File: config.mk
export PLATFORM = sky130hd
export DESIGN_NAME = tt_um_pa1mantri_cdc_fifo
export DESIGN_NICKNAME = d
export VERILOG_FILES = /design/src/rtl/tt_um_pa1mantri_cdc_fifo.sv
export SDC_FILE = /design/constraint.sdc
export NUM_CORES = 1
export LEC_CHECK = 0
export CORE_MARGIN = 3
export CORE_UTILIZATION = 30
export DETAILED_ROUTE_END_ITERATION = 10
export GPL_TIMING_DRIVEN = 1
export PLACE_DENSITY = 0.49
export SLEW_MARGIN = 20
export SYNTH_ARGS = -nofsm -noshare
export SYNTH_HDL_FRONTEND = slang
export SYNTH_SLANG_ARGS = --single-unit
File: constraint.sdc
create_clock -name clk -period 3.57 [get_ports clk]
set_input_delay 0.714 -clock clk [delete_from_list [all_inputs] [get_ports clk]]
set_output_delay 0.714 -clock clk [all_outputs]
set_load 0.02 [all_outputs]
File: src/rtl/tt_um_pa1mantri_cdc_fifo.sv
// rtl/tt_um_pa1mantri_cdc_fifo.sv - 8x8 FIFO with Gray pointers crossing through synchronizers.
// Optional almost-full/almost-empty flags on uio_out[7:6] via FIFO_ALMOST_FLAGS_EN.
module tt_um_pa1mantri_cdc_fifo #(
  parameter int DEPTH_LOG2  = 3,
  parameter int SYNC_STAGES = 2
) (
  input  logic       clk,
  input  logic       rst_n,
  input  logic       ena,
  input  logic [7:0] ui_in,
  input  logic [7:0] uio_in,
  output logic [7:0] uo_out,
  output logic [7:0] uio_out,
  output logic [7:0] uio_oe
);

  localparam int DATA_W = 8;
  localparam int PW     = DEPTH_LOG2 + 1;
  localparam int DEPTH  = 1 << DEPTH_LOG2;

  logic [PW-1:0]     wbin_q, wbin_d, rbin_q, rbin_d;
  logic [PW-1:0]     wgray, rgray, wq2, rq2;
  logic [PW-1:0]     wsync_q [SYNC_STAGES];
  logic [PW-1:0]     wsync_d [SYNC_STAGES];
  logic [PW-1:0]     rsync_q [SYNC_STAGES];
  logic [PW-1:0]     rsync_d [SYNC_STAGES];
  logic [DATA_W-1:0] mem_q   [DEPTH];
  logic [DATA_W-1:0] dout_q, dout_d;
  logic              ovf_q, ovf_d, udf_q, udf_d;
  logic              wr_req, rd_req, wr_fire, rd_fire;
  logic              full, empty, almost_full, almost_empty;
  logic              unused_ok;

  assign wgray = wbin_q ^ (wbin_q >> 1);
  assign rgray = rbin_q ^ (rbin_q >> 1);
  assign wq2   = wsync_q[SYNC_STAGES-1];
  assign rq2   = rsync_q[SYNC_STAGES-1];

  // Full when the write pointer is a whole lap ahead of the (stale) read pointer.
  assign full    = wgray == {~rq2[PW-1:PW-2], rq2[PW-3:0]};
  assign empty   = rgray == wq2;

  assign wr_req  = ena & uio_in[0];
  assign rd_req  = ena & uio_in[1];
  assign wr_fire = wr_req & ~full;
  assign rd_fire = rd_req & ~empty;

  always_comb begin
    wbin_d = wbin_q;
    rbin_d = rbin_q;
    dout_d = dout_q;
    ovf_d  = ovf_q;
    udf_d  = udf_q;
    for (int i = 0; i < SYNC_STAGES; i++) begin
      wsync_d[i] = wsync_q[i];
      rsync_d[i] = rsync_q[i];
    end
    if (wr_fire) wbin_d = wbin_q + 1'b1;
    if (wr_req && full) ovf_d = 1'b1;
    if (rd_fire) begin
      rbin_d = rbin_q + 1'b1;
      dout_d = mem_q[rbin_q[DEPTH_LOG2-1:0]];
    end
    if (rd_req && empty) udf_d = 1'b1;
    if (ena) begin
      wsync_d[0] = wgray;
      rsync_d[0] = rgray;
      for (int i = 1; i < SYNC_STAGES; i++) begin
        wsync_d[i] = wsync_q[i-1];
        rsync_d[i] = rsync_q[i-1];
      end
    end
  end

  always_ff @(posedge clk or negedge rst_n) begin
    if (!rst_n) begin
      wbin_q  <= '0;
      rbin_q  <= '0;
      dout_q  <= '0;
      ovf_q   <= 1'b0;
      udf_q   <= 1'b0;
      wsync_q <= '{default: '0};
      rsync_q <= '{default: '0};
    end else begin
      wbin_q  <= wbin_d;
      rbin_q  <= rbin_d;
      dout_q  <= dout_d;
      ovf_q   <= ovf_d;
      udf_q   <= udf_d;
      wsync_q <= wsync_d;
      rsync_q <= rsync_d;
    end
  end

  // Storage is deliberately left out of reset.
  always_ff @(posedge clk) begin
    if (wr_fire) mem_q[wbin_q[DEPTH_LOG2-1:0]] <= ui_in;
  end

`ifdef FIFO_ALMOST_FLAGS_EN
  function automatic logic [PW-1:0] gray2bin(input logic [PW-1:0] g);
    logic [PW-1:0] b;
    b[PW-1] = g[PW-1];
    for (int i = PW - 2; i >= 0; i--) b[i] = b[i+1] ^ g[i];
    return b;
  endfunction

  logic [PW-1:0] wcount, rcount;
  assign wcount       = wbin_q - gray2bin(rq2);
  assign rcount       = gray2bin(wq2) - rbin_q;
  assign almost_full  = wcount >= PW'(DEPTH - 1);
  assign almost_empty = rcount <= PW'(1);
`else
  assign almost_full  = 1'b0;
  assign almost_empty = 1'b0;
`endif

  assign uo_out    = dout_q;
  assign uio_out   = {almost_empty, almost_full, udf_q, ovf_q, empty, full, 2'b00};
  assign uio_oe    = 8'b1111_1100;
  assign unused_ok = &{1'b0, uio_in[7:2]};

endmodule

==> flow_metrics.py <==
# Auto-generated metrics
metrics = {
    "layout": {
        "final-comb-area_mm2": 0.00117,
        "n_all_buffers": 29,
        "antenna_cells": 0,
        "sh_comb_area": 0.246,
        "final_common_cell": "edfxtp_1",
        "num-clock-buffers": 12,
        "inv_count": 4,
        "layout_top_cells": "edfxtp_1, dfrtp_1, clkdlybuf4s50_1, mux4_2, mux2_2",
        "num-multi-input-gates": 117,
        "n_sequential_cell": 98,
        "n_fill_cell": 1250,
        "drive_gt1_frac": 0.212,
        "buffer_area_frac": 0.0576,
        "seqCellArea_mm2": 0.00277,
        "nets": 285,
        "area_growth_pct": 15.5,
        "area_share_clock_buf_inv": 0.0610,
        "seq_area_frac": 0.585,
        "largest_class": "flip-flops and latches",
    },
    "global_routing": {
        "busiest_layer": "met2",
        "grt_util_met2": 0.149,
        "grt_usage": 0.105,
        "antenna_found_initial": 0,
        "met3_usage": 0.0293,
        "grt.met1_usage": 0.149,
        "grt_max_degree": 35,
        "grt_pass1_wl_um": 11200,
        "grt-ovfl-total": 0,
        "grt_pass1_vias": 1908,
    },
    "clocking": {
        "clk_latency_ns": 0.34,
        "cts_buffers": 9,
        "cts_tree": "yes",
        "cts_root_buf": "clkbuf_16",
        "clk_pin_slew_worst_paths_ns": 0.06,
        "clockBufferDepth": 2,
        "clock-sinks": 98,
        "post-cts-setup-buffer-count": 0,
        "htreeDepth": 3,
        "cts_hold_buf": 0,
        "cts_resized": 0,
    },
    "logic_synthesis": {
        "yosys.cell_count.top_type": "edfxtp_1",
        "enable_flop_cells": 64,
        "synthCells": 236,
        "synth_top_area_share": 0.468,
        "syn-cell-area_mm2": 0.00410,
        "synth-area-yosys_mm2": 0.00410,
        "ys.flops": 98,
        "yosys_cells": 236,
        "yosysTopAreaCell": "edfxtp_1",
        "synthArstFlopShare": 0.347,
        "synth-main-ff-cell": "edfxtp_1",
        "yosysWarnings": 0,
        "syn_avg_cell_area_um2": 17.4,
        "common_cells": "edfxtp_1, dfrtp_1, buf_4, mux4_2, mux2_2",
        "ys_types": 29,
        "topCellsByArea": "edfxtp_1, dfrtp_1, mux4_2",
        "ys_seq_frac": 0.676,
    },
    "pwr": {
        "total_power_uw": 3940,
        "combPwrFrac": 0.346,
        "power_leader": "registers",
        "power_leakage_uw": 0.00171,
        "clockPowerShare": 0.241,
        "p_comb_uw": 1360,
        "sw_frac_of_total": 0.310,
        "peakVddDrop_mv": 0.267,
        "pg_seq_uw": 1630,
        "pg_clk_uw": 949,
        "cellPowerDensity_mw_per_mm2": 832,
        "p_switching_uw": 1220,
        "seqPwrFrac": 0.414,
        "p_int_uw": 2720,
    },
    "timing": {
        "max_slew_margin": 0.479,
        "final.min_clock_period_ns": 2.97,
        "setup_viol": 0,
        "tns_ns": 0,
        "period_used_share": 0.832,
        "finalHoldViolations": 0,
        "slew_violations": 0,
        "worst_pin_slew_ns": 0.782,
        "fmaxAchievable_mhz": 337,
        "rsz0062_at_grt": "no",
        "skew_ns": 0.00669,
    },
    "route": {
        "wl_per_cell_um": 16.4,
        "wirelength_um": 7230,
        "ant_nets": 0,
        "drc_errors": 0,
        "via_per_inst": 4.33,
        "dr_total_vias": 1903,
        "drt-pass1-iter-count": 4,
        "first_iter_violations": 60,
    },
    "die": {
        "fp.dieH_um": 123,
        "ios": 43,
        "taps": 176,
        "initCoreUtil": 0.309,
        "die-width_um": 123,
        "dieArea_mm2": 0.0151,
        "core-area_mm2": 0.0133,
        "num_rows": 42,
    },
    "job": {
        "tool_warnings": 35,
        "maxCapViolCount": 0,
    },
    "setup_path": {
        "reg2reg_slack_ns": 1.15,
        "critical_path_class": "flip-flop to output pin",
        "critPathLaunchType": "flip-flop",
        "cp-end-kind": "output pin",
        "cp.required_ns": 2.86,
        "crit_fanout": 5,
        "crit_arrival_ns": 2.26,
    },
    "placed_design": {
        "place_hpwl_um": 4610,
        "routabilityCongestion": 0.682,
        "port_buffers": 24,
    },
    "status": {
        "status": "finished, final reports clean",
    },
    "hold_path": {
        "hold_path.class": "input pin to async pin",
    },
}
path summary, 6_finish.rpt:
check | end | depth (start not counted) | from
setup reg to reg | mem_q[6][4]$_DFFE_PP_ | 6 | wbin_q[2]$_DFFE_PN0P_
hold / removal | udf_q$_DFFE_PN0P_ | 1 | rst_n
min in group clk | ovf_q$_DFFE_PN0P_ | 1 | ovf_q$_DFFE_PN0P_
setup / recovery | uio_out[2] | 5 | wbin_q[2]$_DFFE_PN0P_
hold reg to reg | ovf_q$_DFFE_PN0P_ | 1 | ovf_q$_DFFE_PN0P_
max in group asynchronous | wbin_q[1]$_DFFE_PN0P_ | 1 | rst_n
routing by layer:
layer / part of all wire / up-vias
li1: - / 893
met1: 0.48 / 960
met4: 0.022 / 0
met5: 0 / -
met2: 0.46 / 37
met3: 0.037 / 13
sequential cells by signal, summed over array words and instances (netlist names):
signal and flops:
wq2 4, ovf_q 1, rbin_q 4, udf_q 1
rq2 4, mem_q 64, uo_out 8, wsync_q 4
rsync_q 4, wbin_q 4
metrics by stage:
step	cells	hold WS, ns	util	area [um^2]	worst slack, ns
floorplan	246	0.418	-	4140	1.57
global placement	424	0.449	0.335	4450	0.908
detailed placement	424	0.462	0.335	4450	0.904
CTS	440	0.469	0.356	4740	0.557
global route	440	0.494	0.356	4740	0.457
finish	440	0.451	0.356	4740	0.599
worst max-delay path: stages (launching register included):
cell and delay, ns:
dfrtp_1 0.44, inv_1 0.12, ha_1 0.33, xnor2_1 0.18, and4_1 0.25, clkdlybuf4s50_1 0.61
cells by family after synthesis:
kind of cell | after synthesis | share of synthesized area
fa+ha+maj | 7 | 0.0213
buf+inv | 31 | 0.0488
flops | 98 | 0.676
mux | 40 | 0.152
simple gates | 28 | 0.0357
other cells | 2 | 0.00183
xor+xnor | 16 | 0.0412
compound gates | 14 | 0.0232
clk_routes.png
Drawn at 4 px/um.
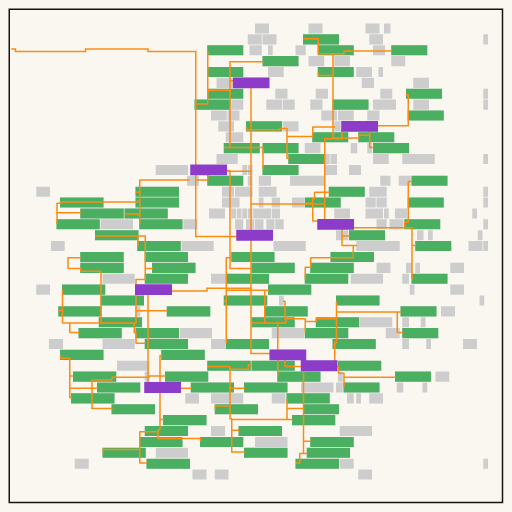
[green] flip-flops | count: 98
[purple] clock drivers | count: 9
[orange] clock wires | length: 1,200 um
flops lie: widely spread
routed clock nets: 10

io_fan.png
Drawn at 3 px/um.
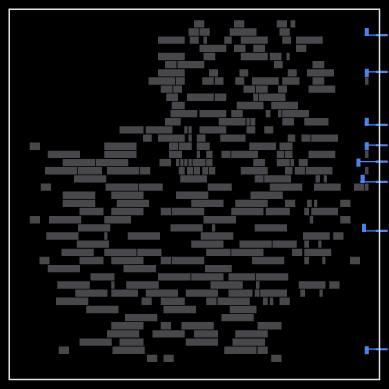
[blue] `uio_oe` | bits: 8 | direction: output | edge: right | end cells: 8 | buffers: 0 | wire: 38.0 um

No activity file was given, so power comes from the tool's default toggle rates.
